$ cat src/rtl/window_buffer_param.sv
// WIN x WIN pixel window: bottom-up raster fill, one-pixel shift with edge reload.
// Optional macro WINDOW_ZERO_FILL_EN adds a zero_fill input that zeroes the vacated edge instead of reloading it.
module window_buffer_param #(
    parameter int unsigned PIX_W = 8,
    parameter int unsigned WIN   = 3
) (
    input  logic                     clk,
    input  logic                     rst,
    input  logic                     start_read,
    input  logic                     start_shift,
    input  logic [1:0]               shift_direc,
`ifdef WINDOW_ZERO_FILL_EN
    input  logic                     zero_fill,
`endif
    input  logic                     data_valid,
    input  logic [PIX_W-1:0]         data_r,
    output logic                     read_done,
    output logic                     shift_done,
    output logic                     busy,
    output logic                     window_valid,
    output logic [WIN*WIN*PIX_W-1:0] window_out
);

    localparam int unsigned NPIX  = WIN * WIN;
    localparam int unsigned CNT_W = $clog2(NPIX + 1);
    localparam int unsigned POS_W = $clog2(WIN);
    localparam int unsigned IDX_W = $clog2(NPIX);

    typedef enum logic [1:0] {IDLE, FILL, LOAD_EDGE, DONE} state_t;

    state_t           state;
    state_t           state_next;
    logic [CNT_W-1:0] cnt;
    logic [POS_W-1:0] row;
    logic [POS_W-1:0] col;
    logic             edge_row;
    logic [PIX_W-1:0] pix     [NPIX];
    logic [PIX_W-1:0] shifted [NPIX];
    logic [IDX_W-1:0] wr_idx;
    logic             zf;

    logic             fill_start;
    logic             shift_go;
    logic             capture;
    logic             fill_last;
    logic             edge_last;
    logic             read_done_d;
    logic             shift_done_d;
    logic             busy_d;

`ifdef WINDOW_ZERO_FILL_EN
    assign zf = zero_fill;
`else
    assign zf = 1'b0;
`endif

    // State register
    always_ff @(posedge clk or posedge rst) begin
        if (rst) state <= IDLE;
        else     state <= state_next;
    end

    // Next-state logic; start_read wins over start_shift
    always_comb begin
        state_next = state;
        case (state)
            IDLE: begin
                if (start_read)                      state_next = FILL;
                else if (start_shift && window_valid) state_next = zf ? DONE : LOAD_EDGE;
            end
            FILL:      if (data_valid && cnt == CNT_W'(NPIX - 1)) state_next = DONE;
            LOAD_EDGE: if (data_valid && cnt == CNT_W'(WIN - 1))  state_next = DONE;
            DONE:      state_next = IDLE;
            default:   state_next = IDLE;
        endcase
    end

    // Output / datapath control decode
    always_comb begin
        fill_start   = 1'b0;
        shift_go     = 1'b0;
        capture      = 1'b0;
        fill_last    = 1'b0;
        edge_last    = 1'b0;
        fill_start   = (state == IDLE) && start_read;
        shift_go     = (state == IDLE) && !start_read && start_shift && window_valid;
        capture      = ((state == FILL) || (state == LOAD_EDGE)) && data_valid;
        fill_last    = (state == FILL) && data_valid && (cnt == CNT_W'(NPIX - 1));
        edge_last    = (state == LOAD_EDGE) && data_valid && (cnt == CNT_W'(WIN - 1));
        read_done_d  = fill_last;
        shift_done_d = edge_last || (shift_go && zf);
        busy_d       = (state_next != IDLE);
    end

    // Counter, write position and status flags
    always_ff @(posedge clk or posedge rst) begin
        if (rst) begin
            cnt          <= '0;
            row          <= '0;
            col          <= '0;
            edge_row     <= 1'b0;
            read_done    <= 1'b0;
            shift_done   <= 1'b0;
            busy         <= 1'b0;
            window_valid <= 1'b0;
        end else begin
            read_done  <= read_done_d;
            shift_done <= shift_done_d;
            busy       <= busy_d;
            if (fill_start) begin
                window_valid <= 1'b0;
                cnt          <= '0;
                row          <= POS_W'(WIN - 1);
                col          <= '0;
            end else if (shift_go) begin
                cnt      <= '0;
                edge_row <= shift_direc[1];
                case (shift_direc)
                    2'b00:   begin row <= '0;               col <= POS_W'(WIN - 1); end
                    2'b10:   begin row <= POS_W'(WIN - 1); col <= '0;              end
                    default: begin row <= '0;               col <= '0;              end
                endcase
            end else if (capture) begin
                cnt <= cnt + CNT_W'(1);
                if (state == FILL) begin
                    if (col == POS_W'(WIN - 1)) begin
                        col <= '0;
                        row <= row - POS_W'(1);
                    end else begin
                        col <= col + POS_W'(1);
                    end
                end else if (edge_row) begin
                    col <= col + POS_W'(1);
                end else begin
                    row <= row + POS_W'(1);
                end
            end
            if (fill_last) window_valid <= 1'b1;
        end
    end

    assign wr_idx = IDX_W'(row) * IDX_W'(WIN) + IDX_W'(col);

    // Shifted image; the vacated edge reads as zero until reloaded
    always_comb begin
        for (int unsigned r = 0; r < WIN; r++) begin
            for (int unsigned c = 0; c < WIN; c++) begin
                shifted[IDX_W'(r*WIN + c)] = '0;
                case (shift_direc)
                    2'b00: if (c < WIN - 1) shifted[IDX_W'(r*WIN + c)] = pix[IDX_W'(r*WIN + c + 1)];
                    2'b01: if (c > 0)       shifted[IDX_W'(r*WIN + c)] = pix[IDX_W'(r*WIN + c - 1)];
                    2'b10: if (r < WIN - 1) shifted[IDX_W'(r*WIN + c)] = pix[IDX_W'((r + 1)*WIN + c)];
                    default: if (r > 0)     shifted[IDX_W'(r*WIN + c)] = pix[IDX_W'((r - 1)*WIN + c)];
                endcase
            end
        end
    end

    // Pixel storage
    always_ff @(posedge clk or posedge rst) begin
        if (rst) begin
            for (int unsigned i = 0; i < NPIX; i++) pix[IDX_W'(i)] <= '0;
        end else if (shift_go) begin
            for (int unsigned i = 0; i < NPIX; i++) pix[IDX_W'(i)] <= shifted[IDX_W'(i)];
        end else if (capture) begin
            pix[wr_idx] <= data_r;
        end
    end

    for (genvar i = 0; i < NPIX; i++) begin : g_out
        assign window_out[i*PIX_W +: PIX_W] = pix[i];
    end

endmodule

$ cat config.mk
export PLATFORM = sky130hd
export DESIGN_NAME = window_buffer_param
export DESIGN_NICKNAME = d
export VERILOG_FILES = /design/src/rtl/window_buffer_param.sv
export SDC_FILE = /design/constraint.sdc
export NUM_CORES = 1
export LEC_CHECK = 0
export CAP_MARGIN = 5
export CORE_UTILIZATION = 39
export CTS_BUF_LIST = sky130_fd_sc_hd__clkbuf_8
export DETAILED_ROUTE_END_ITERATION = 12
export HOLD_SLACK_MARGIN = 0.05
export PLACE_DENSITY = 0.62
export SLEW_MARGIN = 40
export SYNTH_ARGS = -nofsm -noshare
export SYNTH_HDL_FRONTEND = slang
export SYNTH_SLANG_ARGS = --single-unit
$ cat constraint.sdc
create_clock -name clk -period 3.83 [get_ports clk]
set_input_delay 1.149 -clock clk [delete_from_list [all_inputs] [get_ports clk]]
set_output_delay 1.149 -clock clk [all_outputs]
set_load 0.01 [all_outputs]
==> images/closeup.png <==
Region (77, 77) to (102, 102) um. Cells in gray, sequential cells in the stronger gray; small squares are vias.
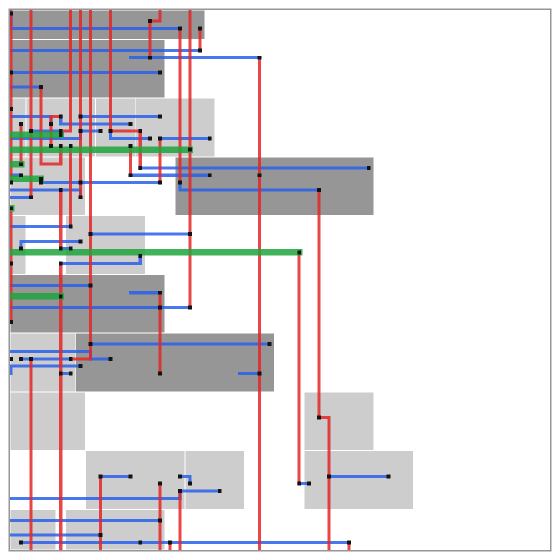
Blue shows M1. Red shows M2. Green shows M3.
Netlist names of flops here include `window_out` (4). Sequential cells in the window: 4. Most frequent: mux2i_1 (4), dfrtp_1 (4), ha_1 (2). 15 logic cells have their middle in the window.

==> images/gates.png <==
Scale: 2 px per um.
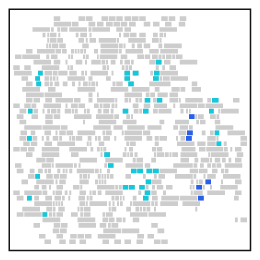
Cyan shows non-inverting ao/oa cells, cells 35. Blue shows xor and xnor cells, cells 6.
multi-input combinational area share: 44.47%
non-filler cells, final: 817
highest-count logic cell in the final layout: sky130_fd_sc_hd__clkdlybuf4s50_1

==> images/congestion_map.png <==
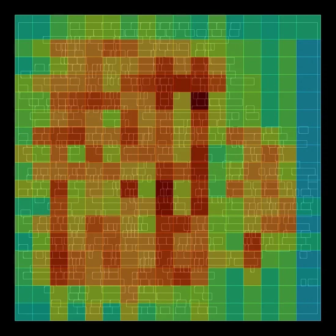
average wire length per cell after detail routing: 21.51 um
GR Layer Usage met2: 36.49%
global routing met3 resource utilization: 7.462%
total track usage: 25.26%
share of the core filled with cells in the final layout: 49.47%

==> COMMIT_EDITMSG <==
Record implementation results from latest flow run

- Yosys stat counts 574 cells in the synthesized netlist.
- After global routing, the most crowded layer is met2.
* Number of different library cells in the post-synthesis netlist: 51
* Multi-input gate count: 419
- Looking at hold timing, the worst path starts from edge_row.
- Final wirelength: 17,570 um
- DPL Wire Length: ~12,000 um
* Non-clock buffer count in the final layout: roughly 100
- Non-clock buffers make up 15.44% of the layout cell area.
* Ratio of final minimum period to clock period: a little over four fifths
- Yosys instantiated no cell more often than sky130_fd_sc_hd__dfrtp_1.
- The global routing report lists met1 layer usage as 36.13%.
- Summed over all nets, wire length on met3 after detailed routing comes to 1853 um.
- Flip-flop count of the largest register, all copies and words added: between 70 and 80
- Highest clock rate: roughly 0.31 GHz
- Clock tree from TritonCTS: yes
- Port buffer count: 90
- Async S/R FF share, synth: 100.0%
- P per Cell Area: 857.7 nW/um^2
- Number of standard cells after synthesis: between 500 and 600
- Looking at the clock tree report, the maximum root-to-sink buffer count equals 2.
- CTS clk-pin slew, worst paths: roughly 90 ps
* Summed standard-cell area reported by yosys: ~5400 um^2
- In this run, the synthesized area fraction spent on and/or/nand/nor cells is recorded as 12.34%.
- Detailed routing placed a total of 7965 um of wire on met2.
* Count of final hold-check violations: 0
* Tally of filler cells in the layout: 1,241
- For this block, the initial DRC count from the detailed router was 695.
- Cell count of the worst reg-to-reg path: 7
- Wire length of the first global-routing pass: 27,670 um
* Min-Delay Path Class: reg -> reg
- Number of instances on the worst hold path: 2
- Outcome: finished, final reports clean
* Sum of internal, switching and leakage power: 5.685 mW
- Number of buffers and inverters on the critical path: 0
- The layout has 16 inverters outside the clock class.
- Critical Path Slowest Stage Cell: sky130_fd_sc_hd__o21ai_2
- Synthesis Warnings: 0
- The internal portion of the total power is 3.186 mW.
* Group drawing the most power: combinational cells
* Data required time of the worst path: 4110 ps
- Slack of the worst reg-to-reg path: around 580 ps
- In this run, post-CTS repair resized a total of 0 instances.
* Max-cap check violation count: 0
- Post-synthesis sequential area ratio: 40.14%
- Post-layout instance area: 6629 um^2
- Standard cell area after detailed placement: 6426 um^2
- Synth-to-layout area growth: 22.21%
- Across all checked pins, the minimum headroom to the slew limit is about half.
- Remaining antenna violation count after routing: 0
- Total Neg Setup Slack: 0 ps
* Routability Congestion: 0.8613
- Min Tclk post-route: 3254 ps
- Per STA, the worst path is made up of fa_1 -> ha_1 -> fa_1 -> nand4bb_4 -> o21ai_2 -> o211ai_1 -> o21a_1.
- Per STA, the startpoint of the critical path is row[0].
- Path type of the worst setup path: reg -> reg
- At the later pin of the worst-skew pair, clock insertion delay measures roughly 380 ps.
- Remaining global-route overflow: 0
- For reference, the top cells by area after synthesis are sky130_fd_sc_hd__dfrtp_1 (40%), sky130_fd_sc_hd__mux2i_1 (7.6%), sky130_fd_sc_hd__a21oi_1 (6.4%).
* Combinational logic power: 2.92 mW
* Vert. Die Dim: ~120 um
* CP Capture Type: register
- Dominant cell type by area after synthesis: sky130_fd_sc_hd__dfrtp_1
- For the pin with the worst max-slew slack, the measured transition is 751.9 ps.
- Clock buf/inv share: 3.001%
- The capture point of the worst register-to-register path is recorded as window_out[19].
* Number of buffers inserted for hold repair after clock tree synthesis: 0
- In the final design, more cell area goes to logic gates than to any other class.
- Number of I/O pins: about 91
* Top routing layer used: met4
- Worst setup path endpoint: window_out[19]
* Mapped Nets: around 600
* Total tool warning count: 34
* Synth top cells by count: sky130_fd_sc_hd__dfrtp_1 (87), sky130_fd_sc_hd__a21oi_1 (69), sky130_fd_sc_hd__nor2_1 (58)
* Count of standard-cell rows: ~42
* Chip area: 14,380 um^2
- In the finished layout, the clock tree contains a buffer count of 10.
- Switching Share: 43.96%
- In the post-route analysis, the smallest setup slack over all paths is 576.4 ps.
* FA/HA/MAJ Cells, Area Fraction: 3.737%
- CTS added clock buffers totalling 9.
- The tree built by TritonCTS fans out to 87 sinks.
* Leakage power: roughly 2.8 nW
* Kind of launch point of the worst setup path: register
* Mean number of vias per cell: about 6.3
- Dominant register cell: sky130_fd_sc_hd__dfrtp_1
* Most frequently placed logic cells in the final layout: sky130_fd_sc_hd__clkdlybuf4s50_1 (90), sky130_fd_sc_hd__dfrtp_1 (87), sky130_fd_sc_hd__a21oi_1 (69)
- Setup slack after placement: 531.9 ps
- The power report attributes to the sequential group a share of between 30% and 40%.
- Compound-gate portion of the synthesized area: approximately 28%
- The number of global-route vias before repair is 4,855.
- Drt first pass iters: 7
* Max-slew violation total from the final report: 0
* Relative contribution of the clock network to total power: between 10% and 20%
- Area share, top type: 40.14%
- The number of antenna diodes in the final layout is 0.
- Per the synth log, the flip-flop and latch total comes to 87.
- Final setup violation count: 0
* Root Driver: sky130_fd_sc_hd__clkbuf_8
- The die is 119.9 um wide.
- Seq_cells: 87
* End point of the most critical hold path: edge_row
* Unrepaired setup endpoints after global routing: false
- Switching component of the power: 2.500 mW
* Combinational share of power: 51.3%
- Among the stages of the critical path, the cell type that occurs most often is sky130_fd_sc_hd__fa_1.
- Instance count after placement with tap cells included: 801
- On the critical path the largest part of the delay comes from adder cells.
- Each instance of the synthesized netlist takes up on average 9.449 um^2.
- The critical path runs through a total of 7 cells.
- Across all hold checks on the routed design, the worst slack comes to 489.0 ps.
- The flow inserted 176 tap cells.
- DRC violations left: 0
- According to the floorplan report, the placeable core area is 13,400 um^2.
- H-Tree Depth: 3
- The number of antenna violations at the first check in global routing is 0.
* Netlist Area Pre-Place: around 5400 um^2
- Worst-case vdd ir drop: between 300 and 400 uV
- Number of buffers inserted to repair setup after CTS: 0
- The portion of synthesized area spent on multiplexers is 9.435%.
- Total area of multi-input combinational cells: 2948 um^2
* Via count: 5,112
- R2R Path Start: row[0]
- In the floorplan report the effective utilization is 40.48%.
==> images/ff_map.png <==
Scale: 4 px per um. Other sequential cells in the stronger gray, the rest of the logic in the fainter gray.
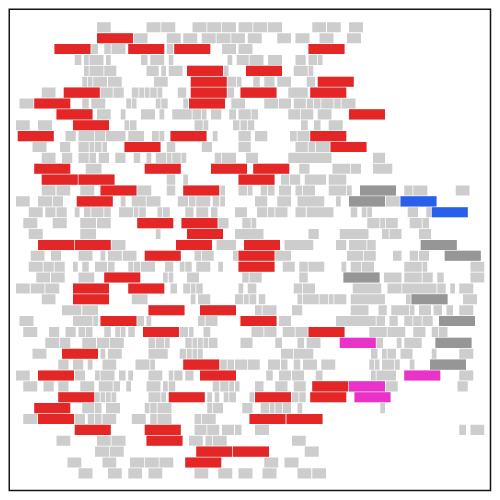
Magenta shows `cnt`, placed flops 4, where lower right. Blue shows `col`, placed flops 2. Red shows `window_out`, placed flops 72.
Another 9 sequential cells are not colored.
Flop area: 2177 um^2
Power Sequential: 2.10 mW
sequential share of cell area: 32.84%

==> images/m1.png <==
Scale: 2 px per um.
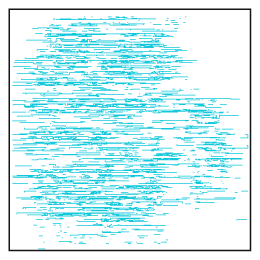
The layer holds 43% of the routed length. 594 nets have wire on it. The layer carries 7,490 um of wire. The wires run mostly horizontal.

Power and IR drop assume default switching activity.
